File: config.mk
export PLATFORM = sky130hd
export DESIGN_NAME = fetch_sequencer
export DESIGN_NICKNAME = d
export VERILOG_FILES = /design/src/rtl/fetch_sequencer.sv
export SDC_FILE = /design/constraint.sdc
export NUM_CORES = 1
export LEC_CHECK = 0
export ABC_CLOCK_PERIOD_IN_PS = 1700
export CORE_ASPECT_RATIO = 0.7
export CORE_MARGIN = 5
export CORE_UTILIZATION = 44
export CTS_CLUSTER_SIZE = 16
export DETAILED_ROUTE_END_ITERATION = 12
export GPL_ROUTABILITY_DRIVEN = 1
export PLACE_DENSITY = 0.86
export REMOVE_ABC_BUFFERS = 1
export SYNTH_ARGS = -nofsm -noshare
export SYNTH_HDL_FRONTEND = slang
export SYNTH_SLANG_ARGS = --single-unit
File: constraint.sdc
create_clock -name clk_i -period 1.7 [get_ports clk_i]
set_input_delay 0.425 -clock clk_i [delete_from_list [all_inputs] [get_ports clk_i]]
set_output_delay 0.425 -clock clk_i [all_outputs]
set_load 0.01 [all_outputs]
File: src/rtl/fetch_sequencer.sv
// Program-counter owner and instruction-fetch sequencer: one outstanding imem request,
// redirect absorption with stale-fetch discard, single-entry valid/ready hand-off to decode.
module fetch_sequencer #(
  parameter int                      AddressWidth = 10,
  parameter int                      DataWidth    = 32,
  parameter logic [AddressWidth-1:0] ResetPc      = '0,
  parameter int                      PcStep       = 4
) (
  input  logic                    clk_i,
  input  logic                    rst_ni,
  input  logic                    redirect_i,
  input  logic [AddressWidth-1:0] redirect_target_i,
  output logic                    imem_req_o,
  output logic [AddressWidth-1:0] imem_addr_o,
  input  logic                    imem_gnt_i,
  input  logic                    imem_rvalid_i,
  input  logic [DataWidth-1:0]    imem_rdata_i,
  output logic                    instr_valid_o,
  output logic [DataWidth-1:0]    instr_o,
  output logic [AddressWidth-1:0] instr_pc_o,
  input  logic                    instr_ready_i,
  output logic [AddressWidth-1:0] pc_o
);

  typedef enum logic [2:0] {BOOT, ISSUE, WAIT, DROP, HOLD} state_e;

  state_e                  state_q, state_d;
  logic [AddressWidth-1:0] pc_q, pc_d;
  logic [DataWidth-1:0]    instr_q, instr_d;
  logic [AddressWidth-1:0] ipc_q, ipc_d;
  logic                    req_q, valid_q;
  logic [AddressWidth-1:0] addr_q;

  // Redirect targets are always word aligned.
  function automatic logic [AddressWidth-1:0] align_target(input logic [AddressWidth-1:0] t);
    return t & ~AddressWidth'(3);
  endfunction

  always_comb begin
    state_d = state_q;
    pc_d    = pc_q;
    instr_d = instr_q;
    ipc_d   = ipc_q;
    case (state_q)
      BOOT: state_d = ISSUE;
      ISSUE: begin
        if (redirect_i) pc_d = align_target(redirect_target_i);
        // A grant coinciding with a redirect fetches the old PC; its data must be thrown away.
        if (imem_gnt_i) state_d = redirect_i ? DROP : WAIT;
      end
      WAIT: begin
        if (redirect_i) begin
          pc_d    = align_target(redirect_target_i);
          state_d = imem_rvalid_i ? ISSUE : DROP;
        end else if (imem_rvalid_i) begin
          instr_d = imem_rdata_i;
          ipc_d   = pc_q;
          pc_d    = pc_q + AddressWidth'(PcStep);
          state_d = HOLD;
        end
      end
      DROP: begin
        if (redirect_i)    pc_d    = align_target(redirect_target_i);
        if (imem_rvalid_i) state_d = ISSUE;
      end
      HOLD: begin
        // Redirect wins over a same-cycle handshake: the held instruction is on the wrong path.
        if (redirect_i) begin
          pc_d    = align_target(redirect_target_i);
          state_d = ISSUE;
        end else if (instr_ready_i) begin
          state_d = ISSUE;
        end
      end
      default: state_d = BOOT;
    endcase
  end

  always_ff @(posedge clk_i or negedge rst_ni) begin
    if (!rst_ni) begin
      state_q <= BOOT;
      pc_q    <= ResetPc;
      instr_q <= '0;
      ipc_q   <= '0;
      req_q   <= 1'b0;
      addr_q  <= '0;
      valid_q <= 1'b0;
    end else begin
      state_q <= state_d;
      pc_q    <= pc_d;
      instr_q <= instr_d;
      ipc_q   <= ipc_d;
      req_q   <= (state_d == ISSUE);
      addr_q  <= (state_d == ISSUE) ? pc_d : '0;
      valid_q <= (state_d == HOLD);
    end
  end

  assign imem_req_o    = req_q;
  assign imem_addr_o   = addr_q;
  assign instr_valid_o = valid_q;
  assign instr_o       = instr_q;
  assign instr_pc_o    = ipc_q;
  assign pc_o          = pc_q;

endmodule

==> results.toml, run 1 <==
# generated from flow reports
[cts]
clk_pin_slew_ns = 0.07
cts-root-buf = "clkbuf_8"
cts.path.max_buffers = 2
cts_hold_buf = 0
ctsResizeCount = 12
tritoncts = "built"

[synth]
logic_family = "multiplexers"
top_cells_by_area = "dfrtp_1 (56%), mux2_2 (16%), nand2_1 (2.3%)"
ys_cells = 248
simple_gate_share = 0.135
edf_count = 0
synth_compound_gate_area_share = 0.0939
ys_warn_count = 0
synth_seq_share = 0.564
ys.flop_type = "dfrtp_1"
netlist_instances = 248

[detailed_routing]
route.met3.wl_um = 757
postRouteAntennaNets = 0
met1_length_um = 3320
wl_per_cell_um = 16.3
top_layer = "met4"
initialDrtViolationCount = 88
drt_first_pass_iters = 5

[job]
warnings = 29
maxCapViolCount = 0

[global_route]
grt_max_degree = 68
overflow = 0
busiest_layer = "met2"
use_met1 = 0.242

[worst_hold_path]
hold_class = "in2async"

[finish]
combGateArea_mm2 = 0.00123
signal_buffer_area_fraction = 0.302
areaGrowthSynthToFinish_pct = 57.6
diodes = 0
nNetsFinal = 432

[final_timing]
relSlewSlack = 0.760
slew_viol_final = 0
fmax_mhz = 598
setup_viol = 0
fin_ws_ns = 0.0284

[critical_path]
setup.worst_path.start = "state_q[1]"
critPathMaxStageDelay_ns = 0.47
worstPathArrival_ns = 1.92
rr_startpoint = "state_q[1]"
critical_path_class = "reg2reg"
crit_family = "simple AND/OR/NAND/NOR gates"
critPathCapture = "imem_addr_o[4]"
reg2reg_slack_ns = 0.03

[placement]
place_congestion = 0.825
pre_cts_slack_ns = -0.402
dp_hpwl_um = 5690

[status]
status = "finished clean"

[die]
dieWidth_um = 108
initCoreUtil = 0.446
Run 1, the clock network:
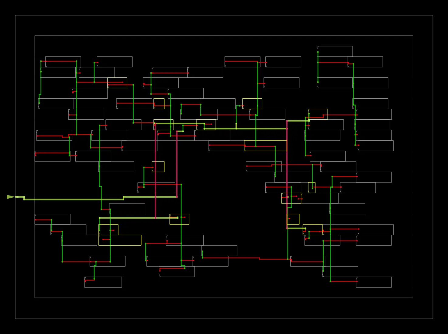
number of CTS-inserted buffers: 9
Setup Skew: 0.0118 ns
clkbuf count: 9
clk ins delay skew pair: 0.34 ns

Run 1, nets reached from selected ports:
Drawn at 3 px/um.
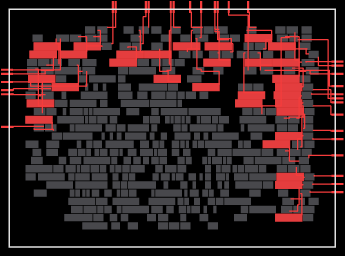
instr_o -> red  # direction output, end cells 32, wire 824 um
io pins: 112
I/O Buffers: 109

Run 1, placement by cell class:
Drawn at 3 px/um. Fill, decap, tap and diode cells in gray.
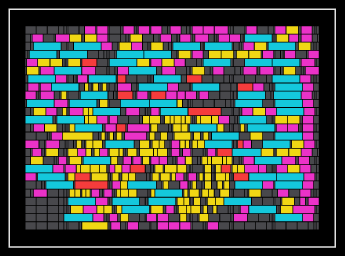
clock drivers and dummy loads -> red  # cells 15
flip-flops -> cyan  # cells 67
all other logic -> yellow  # cells 164
other buffers and delay cells -> magenta  # cells 141

==> inputs of run 2 (changes only) <==
Settings changed: ABC_AREA set to 0, SLEW_MARGIN set to 20.
Run 2, the metal 2 layer:
Drawn at 4 px/um. Cells faint in the background.
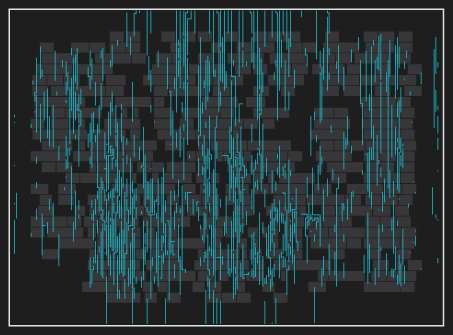
nets with wire on the layer = 389
main direction = vertical
longest straight run = 39.9 um
wire length on this layer = 3690 um
share of all routed wire = 47%

Run 2, placement by cell class:
Drawn at 3 px/um. Fill, decap, tap and diode cells in gray.
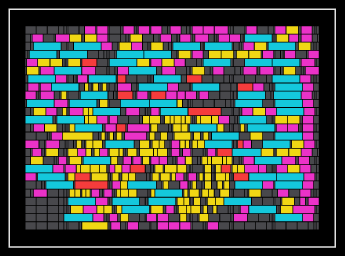
flip-flops -> cyan  # cells 67
other buffers and delay cells -> magenta  # cells 141
all other logic -> yellow  # cells 164
clock drivers and dummy loads -> red  # cells 15

Run 2, the clock network:
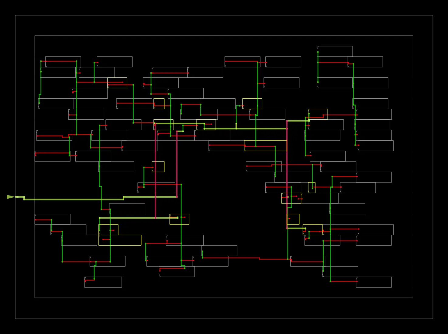
Flop Count: 67
Clock Sinks: 67

==> run 2 against run 1 <==
- design area unchanged
- worst hold slack did not move
- sequential share of layout area did not move
- first-iteration DRC count did not move
- critical path type unchanged
- largest cell class unchanged
==> results.toml, run 2 <==
# generated from flow reports
[finish]
nNetsFinal = 432
combGateArea_mm2 = 0.00123
clkbuf_count = 9
signal_buffer_area_fraction = 0.302
diodes = 0
areaGrowthSynthToFinish_pct = 57.6

[placement]
pre_cts_slack_ns = -0.402
place_congestion = 0.825

[detailed_routing]
postRouteAntennaNets = 0
drt_first_pass_iters = 5
met1_length_um = 3320
wl_per_cell_um = 16.3
initialDrtViolationCount = 88
route.met3.wl_um = 757
top_layer = "met4"

[critical_path]
critical_path_class = "reg2reg"
setup.worst_path.start = "state_q[1]"
rr_startpoint = "state_q[1]"
critPathCapture = "imem_addr_o[4]"
critPathMaxStageDelay_ns = 0.47

[synth]
edf_count = 0
top_cells_by_area = "dfrtp_1 (56%), mux2_2 (16%), nand2_1 (2.3%)"
synth_seq_share = 0.564
logic_family = "multiplexers"
simple_gate_share = 0.135
ys.flop_type = "dfrtp_1"
netlist_instances = 248

[global_route]
busiest_layer = "met2"
use_met1 = 0.242
grt_max_degree = 68

[die]
dieWidth_um = 108
initCoreUtil = 0.446

[final_timing]
fin_ws_ns = 0.0284
fmax_mhz = 598
relSlewSlack = 0.760
slew_viol_final = 0

[job]
maxCapViolCount = 0

[cts]
tritoncts = "built"
cts-buffers-inserted = 9
clk_pin_slew_ns = 0.07
ctsResizeCount = 12
cts_hold_buf = 0
clkLatencyLatePin_ns = 0.34

[status]
status = "finished clean"

[worst_hold_path]
hold_class = "in2async"
Run 2, clock network drawn from the DEF:
Drawn at 4 px/um.
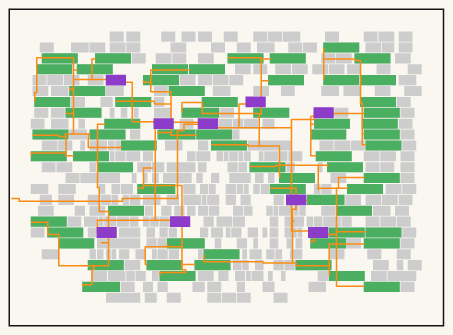

==> inputs of run 3 (changes only) <==
--- a/config.mk
+++ b/config.mk
@@ -7,12 +7,12 @@
 export LEC_CHECK = 0
 export ABC_AREA = 0
-export ABC_CLOCK_PERIOD_IN_PS = 1700
+export ABC_CLOCK_PERIOD_IN_PS = 1410
 export CORE_ASPECT_RATIO = 0.7
 export CORE_MARGIN = 5
-export CORE_UTILIZATION = 44
+export CORE_UTILIZATION = 40
 export CTS_CLUSTER_SIZE = 16
 export DETAILED_ROUTE_END_ITERATION = 12
 export GPL_ROUTABILITY_DRIVEN = 1
-export PLACE_DENSITY = 0.86
+export PLACE_DENSITY = 0.83
 export REMOVE_ABC_BUFFERS = 1
 export SLEW_MARGIN = 20
==> constraint.sdc (replaced) <==
create_clock -name clk_i -period 1.41 [get_ports clk_i]
set_input_delay 0.3525 -clock clk_i [delete_from_list [all_inputs] [get_ports clk_i]]
set_output_delay 0.3525 -clock clk_i [all_outputs]
set_load 0.1 [all_outputs]
Run 3, clock network drawn from the DEF:
Drawn at 4 px/um.
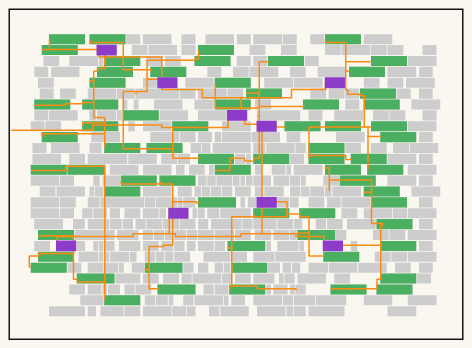
cells driving clock nets -> purple  # count 9
flip-flops -> green  # count 67
clock wires -> orange  # length 922 um
routed clock nets = 10
flops lie = all over the die
Setup Skew: 0.00803 ns
clk ins delay skew pair: 0.35 ns

Run 3, nets reached from selected ports:
Drawn at 3 px/um.
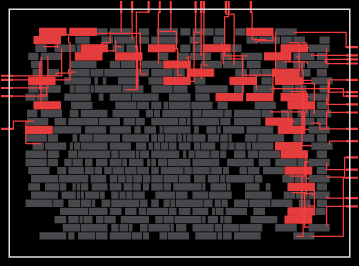
instr_o -> red  # direction output, end cells 32, wire 987 um

==> run 3 against run 2 <==
- the run now ends with setup timing left
- first-iteration DRC count is 76% higher
- register-to-register slack got worse by 0.37 ns
- worst hold slack improved by 0.46 ns
- clock-buffer cell count increased by 1
- highest routed layer unchanged
- critical path type unchanged
- wire length increased by 35%
- synthesized cell count is the same
- cell count up 5.8%
==> results.toml, run 3 <==
# generated from flow reports
[global_route]
use_met1 = 0.225
busiest_layer = "met2"
antenna_found_initial = 0
grt_pass1_vias = 2820
overflow = 0
grt_max_degree = 35

[cts]
clkSinkCount = 67
cts.path.max_buffers = 2
cts-root-buf = "clkbuf_8"
clk_pin_slew_ns = 0.08
cts_hold_buf = 1
ctsResizeCount = 35

[synth]
edf_count = 0
netlist_instances = 248
synth_compound_gate_area_share = 0.0939
ys.flop_type = "dfrtp_1"
synth_seq_share = 0.564
ys_cells = 248
top_cells_by_area = "dfrtp_1 (56%), mux2_2 (16%), nand2_1 (2.3%)"
logic_family = "multiplexers"
simple_gate_share = 0.135
ys_warn_count = 0

[finish]
nNetsFinal = 455
clkbuf_count = 10
combGateArea_mm2 = 0.00154
areaGrowthSynthToFinish_pct = 99.5
nNonClkBuffers = 164
signal_buffer_area_fraction = 0.389
diodes = 0
seq_cells = 67

[final_timing]
slew_viol_final = 0
setup_viol = 67
fin_ws_ns = -0.341
fmax_mhz = 571
relSlewSlack = 0.650

[placement]
place_congestion = 0.881
dp_hpwl_um = 6490
numPortBuffers = 109
pre_cts_slack_ns = -0.573

[job]
warnings = 29
maxCapViolCount = 0

[detailed_routing]
route.met3.wl_um = 1040
drt_first_pass_iters = 4
postRouteAntennaNets = 0
met1_length_um = 4050
wl_per_cell_um = 20.8
top_layer = "met4"
initialDrtViolationCount = 155

[die]
initCoreUtil = 0.409
num_io_pins = 112
dieWidth_um = 113

[worst_hold_path]
hold_class = "in2async"

[critical_path]
crit_family = "simple AND/OR/NAND/NOR gates"
worstPathArrival_ns = 2.01
endpoint_kind = "flip-flop"
reg2reg_slack_ns = -0.34
critPathMaxStageDelay_ns = 0.45
critical_path_class = "reg2reg"

[status]
violations = "setup timing"
status = "finished, violations left"
Run 3, placement by cell class:
Drawn at 3 px/um. Fill, decap, tap and diode cells in gray.
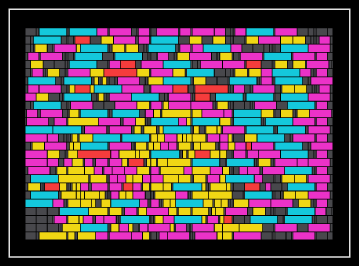
all other logic -> yellow  # cells 164
flip-flops -> cyan  # cells 67
clock drivers and dummy loads -> red  # cells 16
other buffers and delay cells -> magenta  # cells 164
Util after Layout: 0.817
Core Region: 0.00725 mm^2
Seq area share: 0.284
FP Rows: 26
fin area: 0.00593 mm^2

